$ cat src/rtl/ball_motion.sv
// Purpose : moving-ball centre generator; steps the ball once per FRAME_DIV frames, bouncing off the visible-area edges.
// Latency : frame_tick goes high 1 clk after the counters reach (V_VISIBLE, 0). Hcentre/Vcentre/hit update on the clk after that tick.
// Backpress: none; the block free-runs on the timing counters, and run=0 freezes the position.
//
// Ports:
//   clk, rst_n           clock, asynchronous active-low reset
//   Hcounter, Vcounter   shared pixel/line counters from the timing generator
//   run                  1 = motion enabled, 0 = hold the current position
//   restart              synchronous return to the initial position and direction
//   Hcentre, Vcentre     registered ball centre
//   frame_tick           one-clk pulse at the start of vertical blanking
//   hit                  one-clk pulse on any wall reflection (a corner gives one pulse)
//   bounce_count         8-bit wrapping reflection counter (only with BALL_BOUNCE_CNT_EN)
//
// Optional feature macro: BALL_BOUNCE_CNT_EN

module ball_motion #(
  parameter int H_VISIBLE = 640,
  parameter int V_VISIBLE = 480,
  parameter int RADIUS    = 16,
  parameter int H_INIT    = 320,
  parameter int V_INIT    = 240,
  parameter int STEP      = 2,
  parameter int FRAME_DIV = 1
) (
  input  logic       clk,
  input  logic       rst_n,
  input  logic [9:0] Hcounter,
  input  logic [9:0] Vcounter,
  input  logic       run,
  input  logic       restart,
  output logic [9:0] Hcentre,
  output logic [9:0] Vcentre,
  output logic       frame_tick,
`ifdef BALL_BOUNCE_CNT_EN
  output logic       hit,
  output logic [7:0] bounce_count
`else
  output logic       hit
`endif
);

  // The edge comparisons use 11 bits so that pos+STEP cannot wrap.
  localparam logic [10:0] C_STEP = 11'(STEP);
  localparam logic [10:0] C_LO   = 11'(RADIUS);
  localparam logic [10:0] C_H_HI = 11'(H_VISIBLE - 1 - RADIUS);
  localparam logic [10:0] C_V_HI = 11'(V_VISIBLE - 1 - RADIUS);

  typedef enum logic {S_HOLD = 1'b0, S_MOVE = 1'b1} state_t;

  typedef struct packed {
    logic [9:0] pos;
    logic       bounce;
  } axis_t;

  // One axis step. A move that would leave [lo, hi] is clamped to the edge and reports a bounce.
  function automatic axis_t axis_step(input logic [9:0]  pos,
                                      input logic        neg,
                                      input logic [10:0] lo,
                                      input logic [10:0] hi);
    axis_t      res;
    logic [10:0] ext;
    ext        = {1'b0, pos};
    res.pos    = pos;
    res.bounce = 1'b0;
    if (!neg) begin
      if (ext + C_STEP > hi) begin
        res.pos    = hi[9:0];
        res.bounce = 1'b1;
      end else begin
        res.pos = pos + C_STEP[9:0];
      end
    end else begin
      if (ext < lo + C_STEP) begin
        res.pos    = lo[9:0];
        res.bounce = 1'b1;
      end else begin
        res.pos = pos - C_STEP[9:0];
      end
    end
    return res;
  endfunction

  logic       r_vb_now;
  logic       r_vb_prev;
  logic       w_vb_det;
  state_t     r_state;
  state_t     w_state_nxt;
  logic       w_moving;
  logic [7:0] r_div_cnt;
  logic       w_div_last;
  logic       w_upd;
  logic [9:0] r_hcentre;
  logic [9:0] r_vcentre;
  logic       r_dx_neg;
  logic       r_dy_neg;
  logic       r_hit;
  axis_t      w_x;
  axis_t      w_y;

  // ---------------- vblank edge detect ----------------
  // The counters may dwell on (V_VISIBLE, 0) for several clks when the
  // pixel enable is slow, so only the rising edge of the match is used.
  assign w_vb_det = (Vcounter == 10'(V_VISIBLE)) && (Hcounter == 10'd0);

  always_ff @(posedge clk or negedge rst_n) begin
    if (!rst_n) begin
      r_vb_now  <= 1'b0;
      r_vb_prev <= 1'b0;
    end else begin
      r_vb_now  <= w_vb_det;
      r_vb_prev <= r_vb_now;
    end
  end

  assign frame_tick = r_vb_now & ~r_vb_prev;

  // ---------------- FSM: state register ----------------
  always_ff @(posedge clk or negedge rst_n) begin
    if (!rst_n) r_state <= S_HOLD;
    else        r_state <= w_state_nxt;
  end

  // ---------------- FSM: next state ----------------
  always_comb begin
    w_state_nxt = r_state;
    if (restart) begin
      w_state_nxt = S_HOLD;
    end else begin
      case (r_state)
        S_HOLD:  if (run)  w_state_nxt = S_MOVE;
        S_MOVE:  if (!run) w_state_nxt = S_HOLD;
        default: w_state_nxt = S_HOLD;
      endcase
    end
  end

  // ---------------- FSM: outputs ----------------
  always_comb begin
    w_moving = 1'b0;
    case (r_state)
      S_MOVE:  w_moving = 1'b1;
      default: w_moving = 1'b0;
    endcase
  end

  // ---------------- frame divider ----------------
  // Only MOVE frames are counted, so pausing keeps the phase of the divider.
  assign w_div_last = (r_div_cnt == 8'(FRAME_DIV - 1));
  assign w_upd      = frame_tick & w_moving & w_div_last & ~restart;

  always_ff @(posedge clk or negedge rst_n) begin
    if (!rst_n) begin
      r_div_cnt <= 8'd0;
    end else if (restart) begin
      r_div_cnt <= 8'd0;
    end else if (frame_tick && w_moving) begin
      r_div_cnt <= w_div_last ? 8'd0 : r_div_cnt + 8'd1;
    end
  end

  // ---------------- position and direction ----------------
  assign w_x = axis_step(r_hcentre, r_dx_neg, C_LO, C_H_HI);
  assign w_y = axis_step(r_vcentre, r_dy_neg, C_LO, C_V_HI);

  always_ff @(posedge clk or negedge rst_n) begin
    if (!rst_n) begin
      r_hcentre <= 10'(H_INIT);
      r_vcentre <= 10'(V_INIT);
      r_dx_neg  <= 1'b0;
      r_dy_neg  <= 1'b0;
      r_hit     <= 1'b0;
    end else if (restart) begin
      r_hcentre <= 10'(H_INIT);
      r_vcentre <= 10'(V_INIT);
      r_dx_neg  <= 1'b0;
      r_dy_neg  <= 1'b0;
      r_hit     <= 1'b0;
    end else begin
      // A corner reflects both axes but still gives a single hit pulse.
      r_hit <= w_upd & (w_x.bounce | w_y.bounce);
      if (w_upd) begin
        r_hcentre <= w_x.pos;
        r_vcentre <= w_y.pos;
        if (w_x.bounce) r_dx_neg <= ~r_dx_neg;
        if (w_y.bounce) r_dy_neg <= ~r_dy_neg;
      end
    end
  end

  assign Hcentre = r_hcentre;
  assign Vcentre = r_vcentre;
  assign hit     = r_hit;

`ifdef BALL_BOUNCE_CNT_EN
  // ---------------- reflection counter ----------------
  logic [7:0] r_bounce_cnt;

  always_ff @(posedge clk or negedge rst_n) begin
    if (!rst_n) begin
      r_bounce_cnt <= 8'd0;
    end else if (restart) begin
      r_bounce_cnt <= 8'd0;
    end else if (w_upd && (w_x.bounce || w_y.bounce)) begin
      r_bounce_cnt <= r_bounce_cnt + 8'd1;
    end
  end

  assign bounce_count = r_bounce_cnt;
`endif

endmodule
$ cat config.mk
export PLATFORM = sky130hd
export DESIGN_NAME = ball_motion
export DESIGN_NICKNAME = d
export VERILOG_FILES = /design/src/rtl/ball_motion.sv
export SDC_FILE = /design/constraint.sdc
export NUM_CORES = 1
export LEC_CHECK = 0
export ABC_AREA = 1
export CAP_MARGIN = 20
export CORE_MARGIN = 2
export CORE_UTILIZATION = 56
export CTS_CLUSTER_DIAMETER = 120
export DETAILED_ROUTE_END_ITERATION = 16
export GPL_TIMING_DRIVEN = 0
export PLACE_DENSITY = 0.86
export SYNTH_ARGS = -nofsm -noshare
export SYNTH_HDL_FRONTEND = slang
export SYNTH_SLANG_ARGS = --single-unit
$ cat constraint.sdc
create_clock -name clk -period 3.3 [get_ports clk]
set_input_delay 0.66 -clock clk [delete_from_list [all_inputs] [get_ports clk]]
set_output_delay 0.66 -clock clk [all_outputs]
set_load 0.02 [all_outputs]
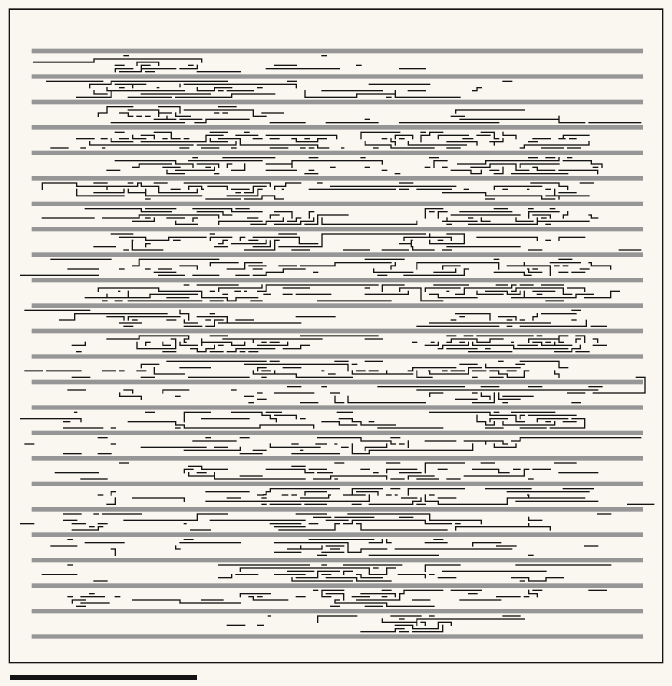
Fig. 1. The metal 1 layer.
Bar = 20 um. Supply wires on this layer in gray.
longest straight run: 19.3 um
nets with wire on the layer: 379
share of all routed wire: 43%

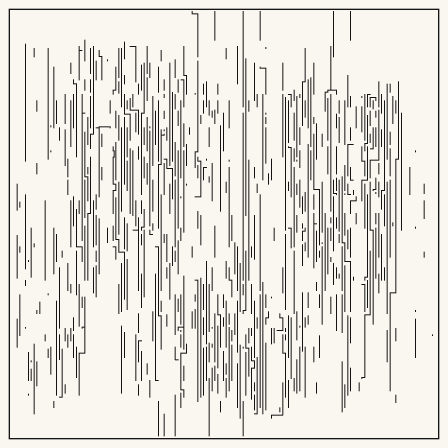
Fig. 2. M2 wires.
main direction: vertical
nets with wire on the layer: 352
longest straight run: 27.2 um
wire length on this layer: 2,870 um
share of all routed wire: 48%

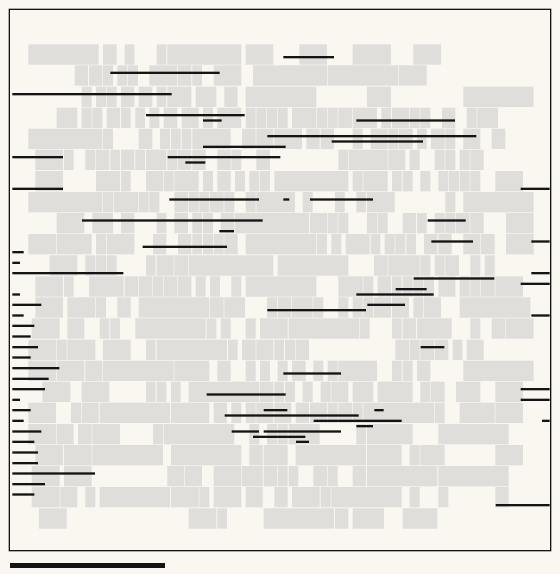
Fig. 3. M3 wires.
Bar = 20 um.
nets with wire on the layer: 61
longest straight run: 26.7 um
wire length on this layer: 428 um
main direction: horizontal

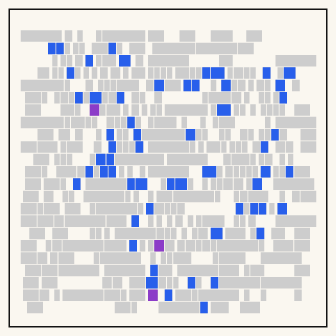
Fig. 4. Gate-type map.
legend:
  and/or cells:
    color: purple
    cells: 3
  aoi and oai cells:
    color: blue
    cells: 57
    most_used: o21ai_0
top logic cell by instance count in the layout: nand2_1
Comb area share: 44.89%
Cell Count, Final, Fillers Out: 445

==> GITHUB_STEP_SUMMARY <==
## PnR job results

| Metric | Value |
|---|---|
| CP max stage delay | `0.60 ns` |
| Drt initial violations | `183` |
| Final Cycle Share | `66.53%` |
| Die Y | `69.67 um` |
| CTS tree | `yes` |
| Net Sw Power | `0.1770 mW` |
| Core Util, Final | `74.28%` |
| Max-cap viol count | `0` |
| Clock power share | `45.9%` |
| Synthesized Nets | `375` |
| Post-Syn Area | `2415 sq um` |
| Minimum clock period | `between 2 and 2.5 ns` |
| Final hold vios | `0` |
| Family with the most delay on the worst path | `simple AND/OR/NAND/NOR gates` |
| Skew final | `0.009690 ns` |
| Sequential share of the synthesized area | `35.54%` |
| Final total negative setup slack | `0 ns` |
| Root buffer cell | `clkbuf_8` |
| Critical Path RT | `roughly 3.5 ns` |
| Net Sw Frac | `about a fifth` |
| Post-CTS Resized | `0` |
| Setup CP Type | `in2reg` |
| Met1 GRT Util | `33.09%` |
| GRT Total Usage | `26.75%` |
| Fp util | `59.09%` |
| CP Max Fanout | `8` |
| Comb power frac | `5.6%` |
| Status | `completed` |
| GR Overflow Total | `0` |
| Clk latency late pin | `~0.29 ns` |
| PD cells | `284.0 nW/um^2` |
| Peak VDD IR | `0.0001879 V` |
| # diodes | `0` |
| Met3 WL | `428 um` |
| Final ANT Viol Nets | `0` |
| LEAKAGE | `1.464 nW` |
| Ys Warns | `0` |
| Clk sink count | `34` |
## sequential cells by signal, indices dropped and copies added (netlist names)
register	flops
Vcentre	10
Hcentre	10
r_vb_prev	1
hit	1
r_div_cnt	8
r_dy_neg	1
r_vb_now	1
r_dx_neg	1
r_state	1
## kinds of logic after synthesis
logic type | synth area share [%]
fa+ha+maj | 4.145
xor+xnor | 3.990
flops | 35.54
buf+inv | 8.031
simple gates | 34.25
compound gates | 14.04
## layout make-up
| type | instances | area, sq um |
|---|---|---|
| plain buffers | 3 | 13.76 |
| clock buffers | 6 | 82.58 |
| clock inverters | 1 | 30.03 |
| fillers | 328 | 1051 |
| inverters | 48 | 180.2 |
| multi-input cells | 258 | 1363 |
| flip-flops and latches | 34 | 858.3 |
| well taps | 50 | 62.56 |
| repair buffers | 45 | 445.4 |
## metrics by stage
stage                     setup slack (ns)  hold WS, ns  std cells  instance area (sq um)  total power [mW]
final                                1.104       0.3804        445                   3035            0.8621
after global placement              0.8333       0.3618        438                   2928            0.4742
after detailed placement            0.8295       0.3673        438                   2923            0.4748
after CTS                            1.112       0.3843        445                   3035            0.8726
after floorplan                      1.431       0.3537        343                   2415            0.4349
after global routing                0.9933       0.4029        445                   3035            0.8923
## synthesized netlist by cell type
| master | number | area share [%] |
|---|---|---|
| o221ai_1 | 1 | 0.36 |
| nor2_1 | 55 | 8.5 |
| nor3_1 | 8 | 1.7 |
| inv_2 | 2 | 0.31 |
| dfrtp_1 | 28 | 29 |
| o22ai_1 | 4 | 1.0 |
| nor3_4 | 1 | 0.67 |
| o21ai_0 | 24 | 5.0 |
| o21a_1 | 2 | 0.62 |
| or2_1 | 1 | 0.26 |
| nand3_2 | 3 | 1.2 |
| or3_1 | 1 | 0.26 |
| a21oi_2 | 1 | 0.36 |
| clkinv_1 | 1 | 0.16 |
| o21bai_1 | 1 | 0.31 |
| dfstp_2 | 6 | 6.5 |
| a211oi_1 | 1 | 0.31 |
| or2_2 | 1 | 0.26 |
| nand4_1 | 10 | 2.6 |
| nor2_2 | 2 | 0.52 |
| a21oi_1 | 13 | 2.7 |
| nand3_1 | 25 | 5.2 |
| nand2_4 | 2 | 0.93 |
| clkbuf_1 | 1 | 0.16 |
| ha_1 | 8 | 4.1 |
| nand2_2 | 1 | 0.26 |
| inv_1 | 45 | 7.0 |
| xor2_1 | 11 | 4.0 |
| nand2_1 | 64 | 9.9 |
| nor4_1 | 4 | 1.0 |
| nor2_4 | 1 | 0.47 |
| a31oi_1 | 4 | 1.0 |
| o21ai_1 | 2 | 0.41 |
| buf_2 | 2 | 0.41 |
| o211ai_1 | 4 | 1.2 |
| a22oi_1 | 1 | 0.31 |
| o21ai_2 | 1 | 0.36 |
| nor3_2 | 1 | 0.41 |
## final timing paths
check	end	slack [ns]	start	cells past startpoint
worst min-delay path	r_vb_prev	0.38	r_vb_now	0
max in group asynchronous	r_div_cnt[3]	2.37	rst_n	1
min in group asynchronous	r_div_cnt[0]	0.44	rst_n	1
worst max-delay path	r_div_cnt[7]	1.10	restart	9
worst max register to register	r_div_cnt[4]	1.14	r_div_cnt[0]	10
worst min register to register	r_vb_prev	0.38	r_vb_now	0
No activity file was given, so power comes from the tool's default toggle rates.
